Figure 1. The metal 1 layer.
Supply wires on this layer in grey.
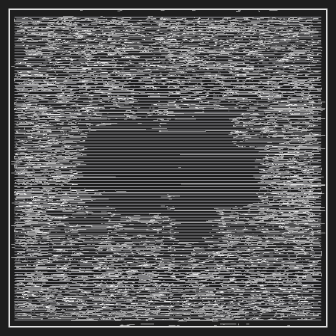
Figure 2. M4 wires.
Scale bar: 100 um. Supply wires on this layer in grey. Cells faint in the background.
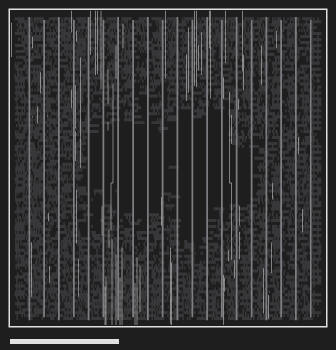
Figure 3. The clock network.
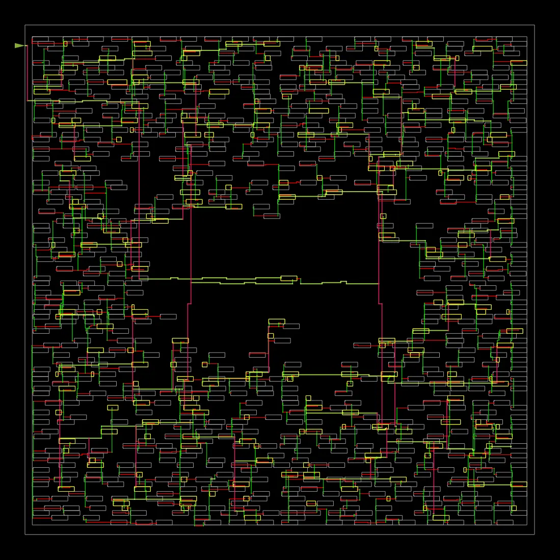
## src/rtl/wdb_data_dispatch.sv

```systemverilog
// Write-direction dispatcher: per hash group, a 2-entry FIFO feeding one of two
// credit-controlled channels with alternating preference. Groups are fully independent.
package vector_cache_pkg;
    typedef struct packed {
        logic [3:0] opcode;
        logic [7:0] addr;
    } cmd_pld_t;

    typedef struct packed {
        cmd_pld_t    cmd_pld;
        logic [31:0] data;
    } group_data_pld_t;
endpackage

module wdb_group
    import vector_cache_pkg::*;
#(
    parameter int CREDIT_NUM = 4
) (
    input  logic                  clk,
    input  logic                  rst_n,
    input  logic                  in_vld,
    output logic                  in_rdy,
    input  group_data_pld_t       in_pld,
    input  logic [1:0]            ch_credit_ret,
    output logic [1:0]            ch_vld,
    output group_data_pld_t [1:0] ch_pld,
    output logic [1:0]            credit_err
);
    localparam int CW = $clog2(CREDIT_NUM + 1);
    localparam logic [CW-1:0] CRD_FULL = CW'(CREDIT_NUM);

    group_data_pld_t [1:0] mem;
    logic [1:0]            cnt;
    logic                  wr_ptr, rd_ptr;
    logic [1:0][CW-1:0]    crd;
    logic                  ptr;

    logic       head_vld, disp, sel, push;
    logic [1:0] crd_ok, dec;

    // in_rdy comes straight off the count flop; no path from in_vld or credit returns.
    assign in_rdy   = (cnt != 2'd2);
    assign head_vld = (cnt != 2'd0);
    assign push     = in_vld & in_rdy;

    always_comb begin
        crd_ok = {crd[1] != '0, crd[0] != '0};
        sel    = crd_ok[ptr] ? ptr : ~ptr;
        disp   = head_vld & (|crd_ok);
        dec    = 2'b00;
        if (disp) dec[sel] = 1'b1;
    end

    always_ff @(posedge clk or negedge rst_n) begin
        if (!rst_n) begin
            mem    <= '0;
            cnt    <= '0;
            wr_ptr <= 1'b0;
            rd_ptr <= 1'b0;
        end else begin
            if (push) begin
                mem[wr_ptr] <= in_pld;
                wr_ptr      <= ~wr_ptr;
            end
            if (disp) rd_ptr <= ~rd_ptr;
            cnt <= cnt + 2'(push) - 2'(disp);
        end
    end

    // Same-cycle consume and return cancel, so a return alongside a dispatch is never an overflow.
    always_ff @(posedge clk or negedge rst_n) begin
        if (!rst_n) begin
            crd        <= {CRD_FULL, CRD_FULL};
            credit_err <= '0;
        end else begin
            for (int c = 0; c < 2; c++) begin
                case ({dec[c], ch_credit_ret[c]})
                    2'b10: crd[c] <= crd[c] - CW'(1);
                    2'b01: begin
                        if (crd[c] == CRD_FULL) credit_err[c] <= 1'b1;
                        else                    crd[c] <= crd[c] + CW'(1);
                    end
                    default: ;
                endcase
            end
        end
    end

    always_ff @(posedge clk or negedge rst_n) begin
        if (!rst_n) begin
            ptr    <= 1'b0;
            ch_vld <= '0;
            ch_pld <= '0;
        end else begin
            ch_vld <= dec;
            if (disp) begin
                ch_pld[sel] <= mem[rd_ptr];
                ptr         <= ~sel;
            end
        end
    end
endmodule

module wdb_data_dispatch
    import vector_cache_pkg::*;
#(
    parameter int CREDIT_NUM = 4
) (
    input  logic                 clk,
    input  logic                 rst_n,
    wdb_data_dispatch_if.slave   bus
);
    localparam int CW = $clog2(CREDIT_NUM + 1);

    for (genvar g = 0; g < 4; g++) begin : g_grp
        wdb_group #(.CREDIT_NUM(CREDIT_NUM)) u_grp (
            .clk           (clk),
            .rst_n         (rst_n),
            .in_vld        (bus.in_vld[g]),
            .in_rdy        (bus.in_rdy[g]),
            .in_pld        (bus.in_pld[g]),
            .ch_credit_ret (bus.ch_credit_ret[2*g+1:2*g]),
            .ch_vld        (bus.ch_vld[2*g+1:2*g]),
            .ch_pld        (bus.ch_pld[2*g+1:2*g]),
            .credit_err    (bus.credit_err[2*g+1:2*g])
        );
    end

    if (CREDIT_NUM < 1 || CREDIT_NUM > 15 || CW < 1) begin : g_bad_param
        $error("CREDIT_NUM must be 1..15");
    end
endmodule

```

## src/rtl/wdb_data_dispatch_if.sv

```systemverilog
// Write-dispatch port bundle: per-hash payload intake and per-channel issue/credit lines.
// Payload type is a parameter so this file carries no package dependency.
interface wdb_data_dispatch_if #(
    parameter type pld_t = logic [43:0]
);
    logic [3:0]       in_vld;
    logic [3:0]       in_rdy;
    pld_t [3:0]       in_pld;
    logic [7:0]       ch_vld;
    pld_t [7:0]       ch_pld;
    logic [7:0]       ch_credit_ret;
    logic [7:0]       credit_err;

    modport master (
        output in_vld, in_pld, ch_credit_ret,
        input  in_rdy, ch_vld, ch_pld, credit_err
    );

    modport slave (
        input  in_vld, in_pld, ch_credit_ret,
        output in_rdy, ch_vld, ch_pld, credit_err
    );
endinterface

```

## src/flat_wrapper.sv

```systemverilog
// flat-port wrapper written by rule: the top's interface ports become plain ports
module wdb_data_dispatch_flat import vector_cache_pkg::*;
#(
    parameter int CREDIT_NUM = 4
)
  (clk, rst_n, bus_in_vld, bus_in_pld, bus_ch_credit_ret, bus_in_rdy, bus_ch_vld, bus_ch_pld, bus_credit_err);
  wdb_data_dispatch_if #(.pld_t(group_data_pld_t)) bus_i ();
  input  logic clk;
  input  logic rst_n;
  input wire logic [$bits(bus_i.in_vld)-1:0] bus_in_vld;
  input wire logic [$bits(bus_i.in_pld)-1:0] bus_in_pld;
  input wire logic [$bits(bus_i.ch_credit_ret)-1:0] bus_ch_credit_ret;
  output wire logic [$bits(bus_i.in_rdy)-1:0] bus_in_rdy;
  output wire logic [$bits(bus_i.ch_vld)-1:0] bus_ch_vld;
  output wire logic [$bits(bus_i.ch_pld)-1:0] bus_ch_pld;
  output wire logic [$bits(bus_i.credit_err)-1:0] bus_credit_err;
  assign bus_i.in_vld = bus_in_vld;
  assign bus_i.in_pld = bus_in_pld;
  assign bus_i.ch_credit_ret = bus_ch_credit_ret;
  assign bus_in_rdy = bus_i.in_rdy;
  assign bus_ch_vld = bus_i.ch_vld;
  assign bus_ch_pld = bus_i.ch_pld;
  assign bus_credit_err = bus_i.credit_err;
  wdb_data_dispatch #(.CREDIT_NUM(CREDIT_NUM)) u_core (.clk(clk), .rst_n(rst_n), .bus(bus_i));
endmodule
```

## config.mk

```make
export PLATFORM = sky130hd
export DESIGN_NAME = wdb_data_dispatch_flat
export DESIGN_NICKNAME = d
export VERILOG_FILES = /design/src/rtl/wdb_data_dispatch.sv /design/src/rtl/wdb_data_dispatch_if.sv /design/src/flat_wrapper.sv
export SDC_FILE = /design/constraint.sdc
export NUM_CORES = 1
export LEC_CHECK = 0
export ABC_AREA = 1
export CELL_PAD_IN_SITES_DETAIL_PLACEMENT = 1
export CELL_PAD_IN_SITES_GLOBAL_PLACEMENT = 1
export CORE_MARGIN = 4
export CORE_UTILIZATION = 40
export CTS_CLUSTER_DIAMETER = 40
export DETAILED_ROUTE_END_ITERATION = 12
export DONT_BUFFER_PORTS = 1
export PLACE_DENSITY = 0.7
export RECOVER_POWER = 25
export SLEW_MARGIN = 20
export SYNTH_ARGS = -nofsm -noshare
export SYNTH_HDL_FRONTEND = slang
export SYNTH_HIERARCHICAL = 1
export SYNTH_SLANG_ARGS = --single-unit
```

## constraint.sdc

```tcl
create_clock -name clk -period 2.1 [get_ports clk]
set_input_delay 0.21 -clock clk [delete_from_list [all_inputs] [get_ports clk]]
set_output_delay 0.21 -clock clk [all_outputs]
set_load 0.02 [all_outputs]
```

==> impl_metrics.tcl <==
# flow metrics
set metrics [dict create \
    status "complete, but fails checks" \
    violations "negative hold slack, max-slew violations" \
    hold_viol 758 \
    taps 1040 \
    wl_um 91540 \
    finalSetupViolCount 0 \
    h-tree-depth 3 \
    cp_slowest_cell "dfrtp_1" \
    crit_chain "nor2_2 -> nand2_1 -> clkinv_1 -> nand2_2 -> nand3_4 -> nand2_1 -> fa_1 -> nand3b_1 -> nand3_1 -> nand2_1 -> nand2_1" \
    hp-class "in2async" \
    r2r-start "u_core/g_grp[2].u_grp/crd[3]" \
    grt_max_degree 765 \
    place_congestion 0.7546 \
    ir_drop_mv 1.347 \
    buffers 239 \
    regArea_um2 19140 \
    synth_seq_share_pct 60.34 \
    cts_buffer_depth 3 \
    largest_cell_class "registers" \
    synth.most_common_cell "nand2_1" \
    slew_viol_final 247 \
    clock.fmax_ghz 0.5133 \
    antenna_found_initial 11 \
    vias_per_cell 4.919 \
    finalCritPeriodShare_pct 92.77 \
    slew_headroom_pct -31.17 \
    async_flop_share_pct 100.0 \
    syn_area_um2 31700 \
    crit_type "reg2reg" \
    rr_worst_depth 11 \
    final.fill_count 8657 \
    num_vias 23090 \
    first_pass_iters 7 \
    p_total_uw 76100 \
    placed_cells 4272 \
    top_cells_by_count "nand2_1 (1499), dfrtp_1 (756), o21ai_0 (294)" \
    grt_overflow 0 \
    seq_area_share_pct 49.39 \
    dp.final_hpwl_um 56730 \
    critPathMaxStageDelay_ns 0.42 \
    worstPathMaxFanout 6 \
    worst_setup_path_end_kind "flop" \
    cp.arrival_ns 2.53 \
    critPathLaunch "u_core/g_grp[2].u_grp/crd[3]" \
    area_leaders "dfrtp_1 (60%), nand2_1 (18%), mux2_2 (6.3%)" \
    crit_required_ns 2.68 \
    die_y_um 289.5 \
    drcViolationCount 0 \
    tool_warnings 31 \
    ys_cells 3350 \
    path_buffers 1 \
    yosys.area.top_type_share_pct 59.68 \
    yosysWarnings 6 \
    grt_pass1_wl_um 145200 \
    row_count 102 \
    syn_to_final_growth_pct 22.23 \
    drv_cap 0 \
    whs_ns -0.7494 \
    die-area_um2 83820 \
    crit_path_end "u_core/g_grp[2].u_grp/crd[2]" \
    fp_util_pct 40.65 \
    logic_gate_count 2189 \
    critPathLaunchType "flop" \
    syn_avg_cell_area_um2 9.462 \
    cts-root-buf "clkbuf_16" \
    cts-hold-fix-buffers 188 \
    cts_sinks 764 \
    power.leakage_uw 0.01977 \
    num-nonclk-inverters 229 \
    final_util_pct 49.69 \
    tightestPinTransition_ns 1.968 \
    fin_crit_ns 1.948 \
    power_density_nw_per_um2 1964 \
    rrSetupSlack_ns 0.15 \
    wl_per_cell_um 19.50 \
    cts_tree "done" \
    grt_pass1_vias 25750 \
    buffer_area_share_pct 6.478 \
]
-- Figure 1 (at the start) --
nets with wire on the layer: 3546
wire length on this layer: 36.5 mm
main direction: horizontal

-- Figure 2 (at the start) --
main direction: vertical
share of all routed wire: 3.0%

-- Figure 3 (at the start) --
registers: 764
Power Clock: 19800 uW

==> metal layers <==
| layer | track usage [%] | wire [um] |
|---|---|---|
| met1 | 25.81 | 36540 |
| met2 | 37.47 | 45950 |
| met3 | 6.188 | 6321 |
| met4 | 7.365 | 2716 |
| met5 | 0 | 13 |
==> registers in the layout (all words and copies together), names as in the netlist <==
| name | cells |
|---|---|
| u_core/g_grp.u_grp/mem | 352 |
| u_core/g_grp.u_grp/ch_vld | 8 |
| u_core/g_grp.u_grp/rd_ptr | 4 |
| u_core/g_grp.u_grp/wr_ptr | 4 |
| u_core/g_grp.u_grp/ptr | 4 |
| u_core/g_grp.u_grp/credit_err | 8 |
| u_core/g_grp.u_grp/cnt | 8 |
| u_core/g_grp.u_grp/ch_pld | 352 |
| u_core/g_grp.u_grp/crd | 24 |
==> per-stage QoR <==
stage          setup TNS, ns  setup WS [ns]  hold slack, ns  area (um^2)
2_1_floorplan              0         0.2728        -0.08559        31700
3_3_place_gp               0         0.2172        -0.06839        32710
3_5_place_dp               0         0.1661        -0.06667        32710
4_1_cts                    0         0.1113         -0.7928        38690
5_1_grt             -0.01851       -0.01851         -0.7938        38730
6_report                   0         0.1519         -0.7494        38750
==> cell usage in the layout (no fill, tap or decap), types with 6 or more instances in the layout <==
master / n
o21ai_2: 20
nand2_1: 1499
buf_12: 19
dlygate4sd3_1: 188
nand3_2: 10
o21ai_1: 45
dfrtp_1: 750
clkinvlp_4: 20
nand2_2: 27
nor2_2: 8
dfstp_2: 8
nand3_1: 29
nand3b_1: 6
diode_2: 11
nand4_1: 6
inv_6: 12
xor2_1: 8
o21bai_1: 8
fa_1: 8
xnor2_1: 12
clkinv_4: 17
mux2_2: 176
inv_2: 7
nand2_4: 6
clkbuf_8: 12
inv_1: 219
clkinv_2: 21
o21ai_0: 294
clkbuf_16: 119
dfrtp_2: 6
buf_4: 30
ha_1: 8
bufinv_16: 10
clkbuf_1: 6
==> how the worst min path moves through the flow <==
stage | startpoint | end | slack, ns | cells after the start
final | rst_n | u_core/g_grp[0].u_grp/ch_pld[50] | -0.75 | 0
after global routing | rst_n | u_core/g_grp[0].u_grp/ch_pld[8] | -0.79 | 0
after CTS | rst_n | u_core/g_grp[0].u_grp/ch_pld[7] | -0.79 | 0
after detailed placement | rst_n | u_core/g_grp[0].u_grp/ch_pld[7] | -0.07 | 0
after global placement | rst_n | u_core/g_grp[0].u_grp/ch_pld[9] | -0.07 | 0
after floorplan | rst_n | u_core/g_grp[0].u_grp/ch_pld[0] | -0.09 | 0
==> where the power goes <==
part	switching [uW]	internal (uW)
Clock	7570	12200
Sequential	8790	21800
Combinational	16200	9530
Total	32500	43600
==> logic make-up (layout without fill, tap and decap cells) <==
family          count (synthesis)  after routing  synth area share, %
simple gates                 1610           1610                20.25
fa+ha+maj                      16             16               0.8210
buf+inv                       397            691                5.684
other cells                     0             11                    0
flops                         764            764                60.34
xor+xnor                       20             20               0.5526
compound gates                367            367                6.094
mux                           176            176                6.252
==> what timing repair did <==
action,in CTS,in global routing
setup endpoints to repair,0,10
setup buffers,0,1
resized,0,6
hold endpoints to repair,1158,764
Power and IR drop assume default switching activity.
